==> images/sizes.png <==
Bar = 20 µm.
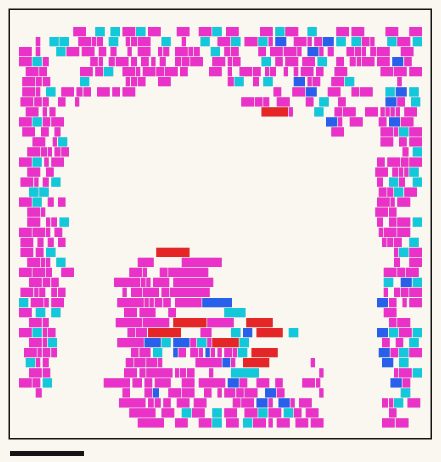
==> images/flops_by_reg.png <==
Other sequential cells in the stronger gray, the rest of the logic in the fainter gray.
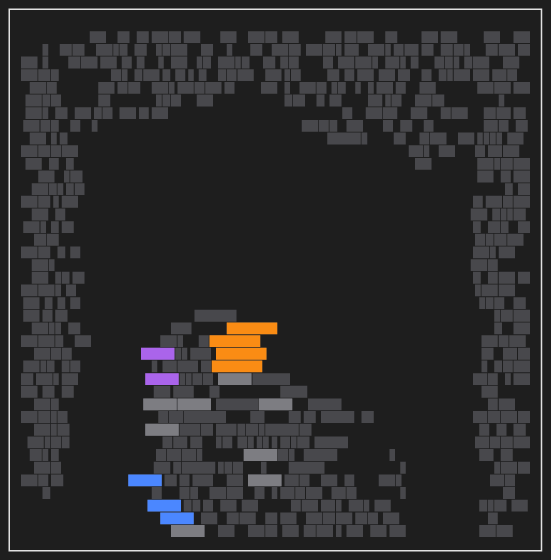
==> images/layer_met4.png <==
Supply wires on this layer in gray.
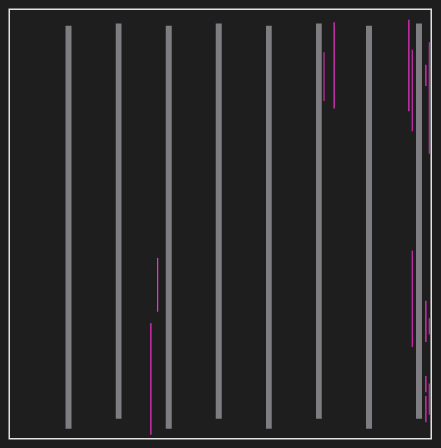
[src/rtl/mcore_pkg.sv]
// Shared types for the mcore memory arbiter: requester limit and FSM encoding.
// No logic, no latency; types only.
package mcore_pkg;

    localparam int MCORE_ARB_MAX_REQ = 8;

    typedef enum logic {
        ARB_IDLE,
        ARB_LOCKED
    } mcore_arb_state_t;

endpackage

[src/rtl/mcore_id_fifo.sv]
// In-order owner-ID FIFO; push/pop take effect at the clock edge, head is the registered oldest entry.
// Backpressure: pushes while full and pops while empty are ignored; callers gate with full/empty.
module mcore_id_fifo #(
    parameter int WIDTH = 1,
    parameter int DEPTH = 4
) (
    input  logic                     clk,
    input  logic                     aresetn,
    input  logic                     push,
    input  logic [WIDTH-1:0]         push_data,
    input  logic                     pop,
    output logic [WIDTH-1:0]         head,
    output logic [$clog2(DEPTH):0]   count,
    output logic                     full,
    output logic                     empty
);

    localparam int AW = $clog2(DEPTH);
    localparam int CW = AW + 1;

    logic [WIDTH-1:0] mem [DEPTH];
    logic [AW-1:0]    wr_ptr;
    logic [AW-1:0]    rd_ptr;
    logic [CW-1:0]    count_q;
    logic             do_push;
    logic             do_pop;

    assign full    = (count_q == CW'(DEPTH));
    assign empty   = (count_q == '0);
    assign do_push = push && !full;
    assign do_pop  = pop && !empty;
    assign head    = mem[rd_ptr];
    assign count   = count_q;

    // Storage needs no reset: entries are only read once count says they are valid.
    always_ff @(posedge clk) begin
        if (do_push) begin
            mem[wr_ptr] <= push_data;
        end
    end

    always_ff @(posedge clk) begin
        if (!aresetn) begin
            wr_ptr  <= '0;
            rd_ptr  <= '0;
            count_q <= '0;
        end else begin
            if (do_push) begin
                wr_ptr <= wr_ptr + AW'(1);
            end
            if (do_pop) begin
                rd_ptr <= rd_ptr + AW'(1);
            end
            if (do_push && !do_pop) begin
                count_q <= count_q + CW'(1);
            end else if (do_pop && !do_push) begin
                count_q <= count_q - CW'(1);
            end
        end
    end

endmodule

[src/rtl/mcore_mem_arbiter.sv]
// Round-robin arbiter of N requesters onto one memory port; zero-cycle request, grant and response paths.
// Backpressure: selection locks until mem_gnt; no new request is issued while MAX_OUTSTANDING are unanswered.
module mcore_mem_arbiter
    import mcore_pkg::*;
#(
    parameter int N_REQ           = 2,
    parameter int DATA_WIDTH      = 32,
    parameter int ADDR_WIDTH      = 32,
    parameter int MAX_OUTSTANDING = 4
) (
    input  logic                               aclk,
    input  logic                               aresetn,
    input  logic [N_REQ-1:0]                   s_req,
    input  logic [N_REQ*ADDR_WIDTH-1:0]        s_addr,
    input  logic [N_REQ-1:0]                   s_we,
    input  logic [N_REQ*DATA_WIDTH-1:0]        s_wdata,
    input  logic [N_REQ*DATA_WIDTH/8-1:0]      s_be,
    output logic [N_REQ-1:0]                   s_gnt,
    output logic [N_REQ-1:0]                   s_rsp_valid,
    output logic [DATA_WIDTH-1:0]              s_rsp_rdata,
    output logic                               s_rsp_error,
    output logic                               mem_req,
    output logic [ADDR_WIDTH-1:0]              mem_addr,
    output logic                               mem_we,
    output logic [DATA_WIDTH-1:0]              mem_wdata,
    output logic [DATA_WIDTH/8-1:0]            mem_be,
    input  logic                               mem_gnt,
    input  logic                               mem_rsp_valid,
    input  logic [DATA_WIDTH-1:0]              mem_rsp_rdata,
    input  logic                               mem_rsp_error,
    output logic [$clog2(MAX_OUTSTANDING):0]   outstanding,
    output logic                               err_unexpected_rsp
);

    localparam int IDXW = (N_REQ > 1) ? $clog2(N_REQ) : 1;
    localparam int BW   = DATA_WIDTH / 8;

    mcore_arb_state_t state_q, state_d;
    logic [IDXW-1:0]  sel_q;
    logic [IDXW-1:0]  rr_ptr_q;
    logic [IDXW-1:0]  rr_nxt;
    logic [IDXW-1:0]  pick;
    logic [IDXW-1:0]  off;
    logic [IDXW:0]    sum;
    logic [IDXW-1:0]  cur;
    logic [N_REQ-1:0] rot;
    logic [IDXW-1:0]  head;
    logic             issue;
    logic             granted;
    logic             fifo_full;
    logic             fifo_empty;
    logic             pop;
    logic             err_q;

    // Rotate requests so bit 0 is the requester at rr_ptr; the lowest set bit wins.
    assign rot = N_REQ'({s_req, s_req} >> rr_ptr_q);

    always_comb begin
        off = '0;
        for (int k = N_REQ - 1; k >= 0; k--) begin
            if (rot[k]) begin
                off = IDXW'(k);
            end
        end
    end

    assign sum  = {1'b0, rr_ptr_q} + {1'b0, off};
    assign pick = (sum >= (IDXW+1)'(N_REQ)) ? IDXW'(sum - (IDXW+1)'(N_REQ)) : sum[IDXW-1:0];

    assign cur     = (state_q == ARB_LOCKED) ? sel_q : pick;
    assign issue   = (state_q == ARB_LOCKED) || (!fifo_full && (|s_req));
    assign granted = issue && mem_gnt;
    assign rr_nxt  = (cur == IDXW'(N_REQ - 1)) ? '0 : cur + IDXW'(1);

    assign mem_req   = issue;
    assign mem_addr  = issue ? s_addr[int'(cur)*ADDR_WIDTH +: ADDR_WIDTH] : '0;
    assign mem_we    = issue ? s_we[cur] : 1'b0;
    assign mem_wdata = issue ? s_wdata[int'(cur)*DATA_WIDTH +: DATA_WIDTH] : '0;
    assign mem_be    = issue ? s_be[int'(cur)*BW +: BW] : '0;
    assign s_gnt     = granted ? (N_REQ'(1) << cur) : '0;

    assign pop                = mem_rsp_valid && !fifo_empty;
    assign s_rsp_valid        = pop ? (N_REQ'(1) << head) : '0;
    assign s_rsp_rdata        = mem_rsp_rdata;
    assign s_rsp_error        = mem_rsp_error;
    assign err_unexpected_rsp = err_q;

    always_comb begin
        state_d = state_q;
        case (state_q)
            ARB_IDLE:   if (issue && !mem_gnt) state_d = ARB_LOCKED;
            ARB_LOCKED: if (mem_gnt)           state_d = ARB_IDLE;
            default:                           state_d = ARB_IDLE;
        endcase
    end

    always_ff @(posedge aclk) begin
        if (!aresetn) begin
            state_q  <= ARB_IDLE;
            sel_q    <= '0;
            rr_ptr_q <= '0;
            err_q    <= 1'b0;
        end else begin
            state_q <= state_d;
            if (state_q == ARB_IDLE && issue) begin
                sel_q <= pick;
            end
            if (granted) begin
                rr_ptr_q <= rr_nxt;
            end
            if (mem_rsp_valid && fifo_empty) begin
                err_q <= 1'b1;
            end
        end
    end

    mcore_id_fifo #(
        .WIDTH (IDXW),
        .DEPTH (MAX_OUTSTANDING)
    ) u_id_fifo (
        .clk       (aclk),
        .aresetn   (aresetn),
        .push      (granted),
        .push_data (cur),
        .pop       (pop),
        .head      (head),
        .count     (outstanding),
        .full      (fifo_full),
        .empty     (fifo_empty)
    );

endmodule

[config.mk]
export PLATFORM = sky130hd
export DESIGN_NAME = mcore_mem_arbiter
export DESIGN_NICKNAME = d
export VERILOG_FILES = /design/src/rtl/mcore_pkg.sv /design/src/rtl/mcore_id_fifo.sv /design/src/rtl/mcore_mem_arbiter.sv
export SDC_FILE = /design/constraint.sdc
export NUM_CORES = 1
export LEC_CHECK = 0
export ABC_CLOCK_PERIOD_IN_PS = 3500
export CAP_MARGIN = 30
export CORE_AREA = 2 2 112 114
export CTS_CLUSTER_SIZE = 12
export DETAILED_ROUTE_END_ITERATION = 7
export DIE_AREA = 0 0 114 116
export PLACE_DENSITY = 0.72
export SLEW_MARGIN = 10
export SYNTH_ARGS = -nofsm -noshare
export SYNTH_HDL_FRONTEND = slang
export SYNTH_HIERARCHICAL = 1
export SYNTH_SLANG_ARGS = --single-unit
[constraint.sdc]
create_clock -name aclk -period 3.5 [get_ports aclk]
set_clock_uncertainty 0.2 [all_clocks]
set_input_delay 0.7 -clock aclk [delete_from_list [all_inputs] [get_ports aclk]]
set_output_delay 0.7 -clock aclk [all_outputs]
set_load 0.03 [all_outputs]
==> impl_metrics.csv <==
group,metric,value,unit
clock_tree,htreeDepth,1,
synthesis,syn_area,2450,µm²
sta,relSlewSlack,0.718,
status,status,"complete, no violations",
clock_tree,insertion_delay,0.25,ns
synthesis,top_area_cell,"nand4_1",
clock_tree,tritoncts,"done",
synthesis,ys_ff,17,
power_and_ir_drop,power_density,538,nW/µm²
synthesis,ys_warn_count,6,
synthesis,synth_cells,361,
sta,hold_violations,0,
flow_run,drv_cap,0,
critical_path,cp-start-kind,"primary input",
synthesis,yosys_area,2450,µm²
die,num_io_pins,288,
synthesis,top_cell_area_share,0.176,
layout,nFillCells,1239,
power_and_ir_drop,finalPower,0.00240,W
synthesis,topCellsByArea,"nand4_1 18%, nand2_1 12%, buf_4 11%",
global_route,track_usage,0.124,
clock_tree,cts_hold_buf,0,
layout,nets,714,
drt,wl_per_cell,14.1,µm
critical_path,r2r_start,"u_id_fifo/count[0]",
worst_hold_path,min_from,"u_id_fifo/wr_ptr[0]",
die,fp-row-count,40,
synthesis,fp_nets,544,
power_and_ir_drop,ir_worst_vdd,236,µV
synthesis,syn_area_per_cell,6.79,µm²
placed_design,port_buffers,221,
global_route,grt_pass1_wl,13600,µm
layout,n_antenna_cell,0,
clock_tree,cts_setup_buffers,0,
critical_path,required,2.60,ns
worst_hold_path,hold_path_class,"reg2reg",
die,fp-utilization,0.206,
critical_path,critPathArrivalTime,2.43,ns
global_route,overflow,0,
## Picture notes: sizes.png
| size | color | cells | most used |
|---|---|---|---|
| _6 and larger | red | 9 | buf_12 |
| _0 and _1 cells | magenta | 409 | clkdlybuf4s50_1 |
| _2 cells | blue | 28 | o21ai_2 |
| _3 and _4 cells | cyan | 84 | buf_4 |
Area Growth Syn to Fin: 82.4%
Worst Setup Slack, final: 0.175 ns
post-route cell area: 4470 µm²
Buffers, non-clock: 237

## Picture notes: flops_by_reg.png
| netlist name | color | sequential cells |
|---|---|---|
| u_id_fifo/mem | orange | 4 |
| u_id_fifo/count | blue | 3 |
| u_id_fifo/wr_ptr | purple | 2 |
sequential share of cell area: 0.0851
Flop+latch power: 0.000298 W
FF/Latch Area: 380 µm²
Final Util: 0.375

## Picture notes: layer_met4.png
main direction: vertical
wire length on this layer: 222 µm
final wirelength: 9550 µm
routed via count: 3225

-- critical path: stages --
cell and delay (ns):
clkdlybuf4s50_1 0.56, nor2_1 0.10, o21ai_4 0.14, buf_4 0.16, buf_12 0.22, nand4_1 0.14, o21ai_1 0.16, buf_4 0.20
-- final cells by class --
cell class | count | area share
well taps | 147 | 0.0411
flip-flops and latches | 17 | 0.0851
inverters | 6 | 0.00504
clock buffers | 3 | 0.0168
clock inverters | 1 | 0.00112
multi-input cells | 266 | 0.353
repair buffers | 237 | 0.498
-- final timing paths --
| path | cells past startpoint | end | slack, ns |
|---|---|---|---|
| max | 8 | mem_addr[16] | 0.17 |
| min reg2reg | 2 | u_id_fifo/wr_ptr[0] | 0.31 |
| min | 2 | u_id_fifo/wr_ptr[0] | 0.31 |
| max reg2reg | 11 | u_id_fifo/count[2] | 0.80 |
-- Yosys cell counts, drive strengths merged --
library cell  instances
xnor2                 3
mux2i                 3
nor2b                 7
nand2                77
o311ai                1
dfxtp                13
o22ai                 1
nand4                69
clkbuf               17
or3                   1
ha                    5
edfxtp                4
o211ai                1
o31ai                 1
fa                    1
buf                  55
a21boi                1
inv                   5
nor3b                 1
and3b                 1
nor3                  1
and2                 10
clkinv                1
mux4                  1
nor2                  4
nand2b                2
nand3                 1
xor2                  1
a32oi                 1
a21oi                 1
o21ai                71
-- layer usage --
metal / wire, µm / global-route usage / vias up
li1: - / - / 1596
met1: 3760 / 0.146 / 1441
met2: 4730 / 0.221 / 160
met3: 836 / 0.0309 / 28
met4: 221 / 0.0398 / 0
met5: 0 / 0 / -
-- kinds of logic after synthesis --
logic type | synth area share
and+or+nand+nor | 0.365
xor gates and xnor gates | 0.0143
muxes | 0.0214
adders and majority gates | 0.0337
buffers and inverters | 0.206
AOI/OAI and AO/OA | 0.204
DFF | 0.155
-- where the power goes --
group | leakage, nW | switching [W] | internal, W
combinational | 1.73 | 0.00109 | 0.000788
sequential | 0.144 | 0.0000506 | 0.000247
clock | 0.0409 | 0.0000730 | 0.000153
total | 1.91 | 0.00122 | 0.00119
-- per-stage QoR --
| stage | utilization | hold slack, ns |
|---|---|---|
| finish | 0.375 | 0.307 |
| CTS | 0.375 | 0.315 |
| detailed placement | 0.369 | 0.307 |
| global route | 0.375 | 0.323 |
| global placement | 0.369 | 0.273 |
| floorplan | - | 0.268 |
No activity file was given, so power comes from the tool's default toggle rates.
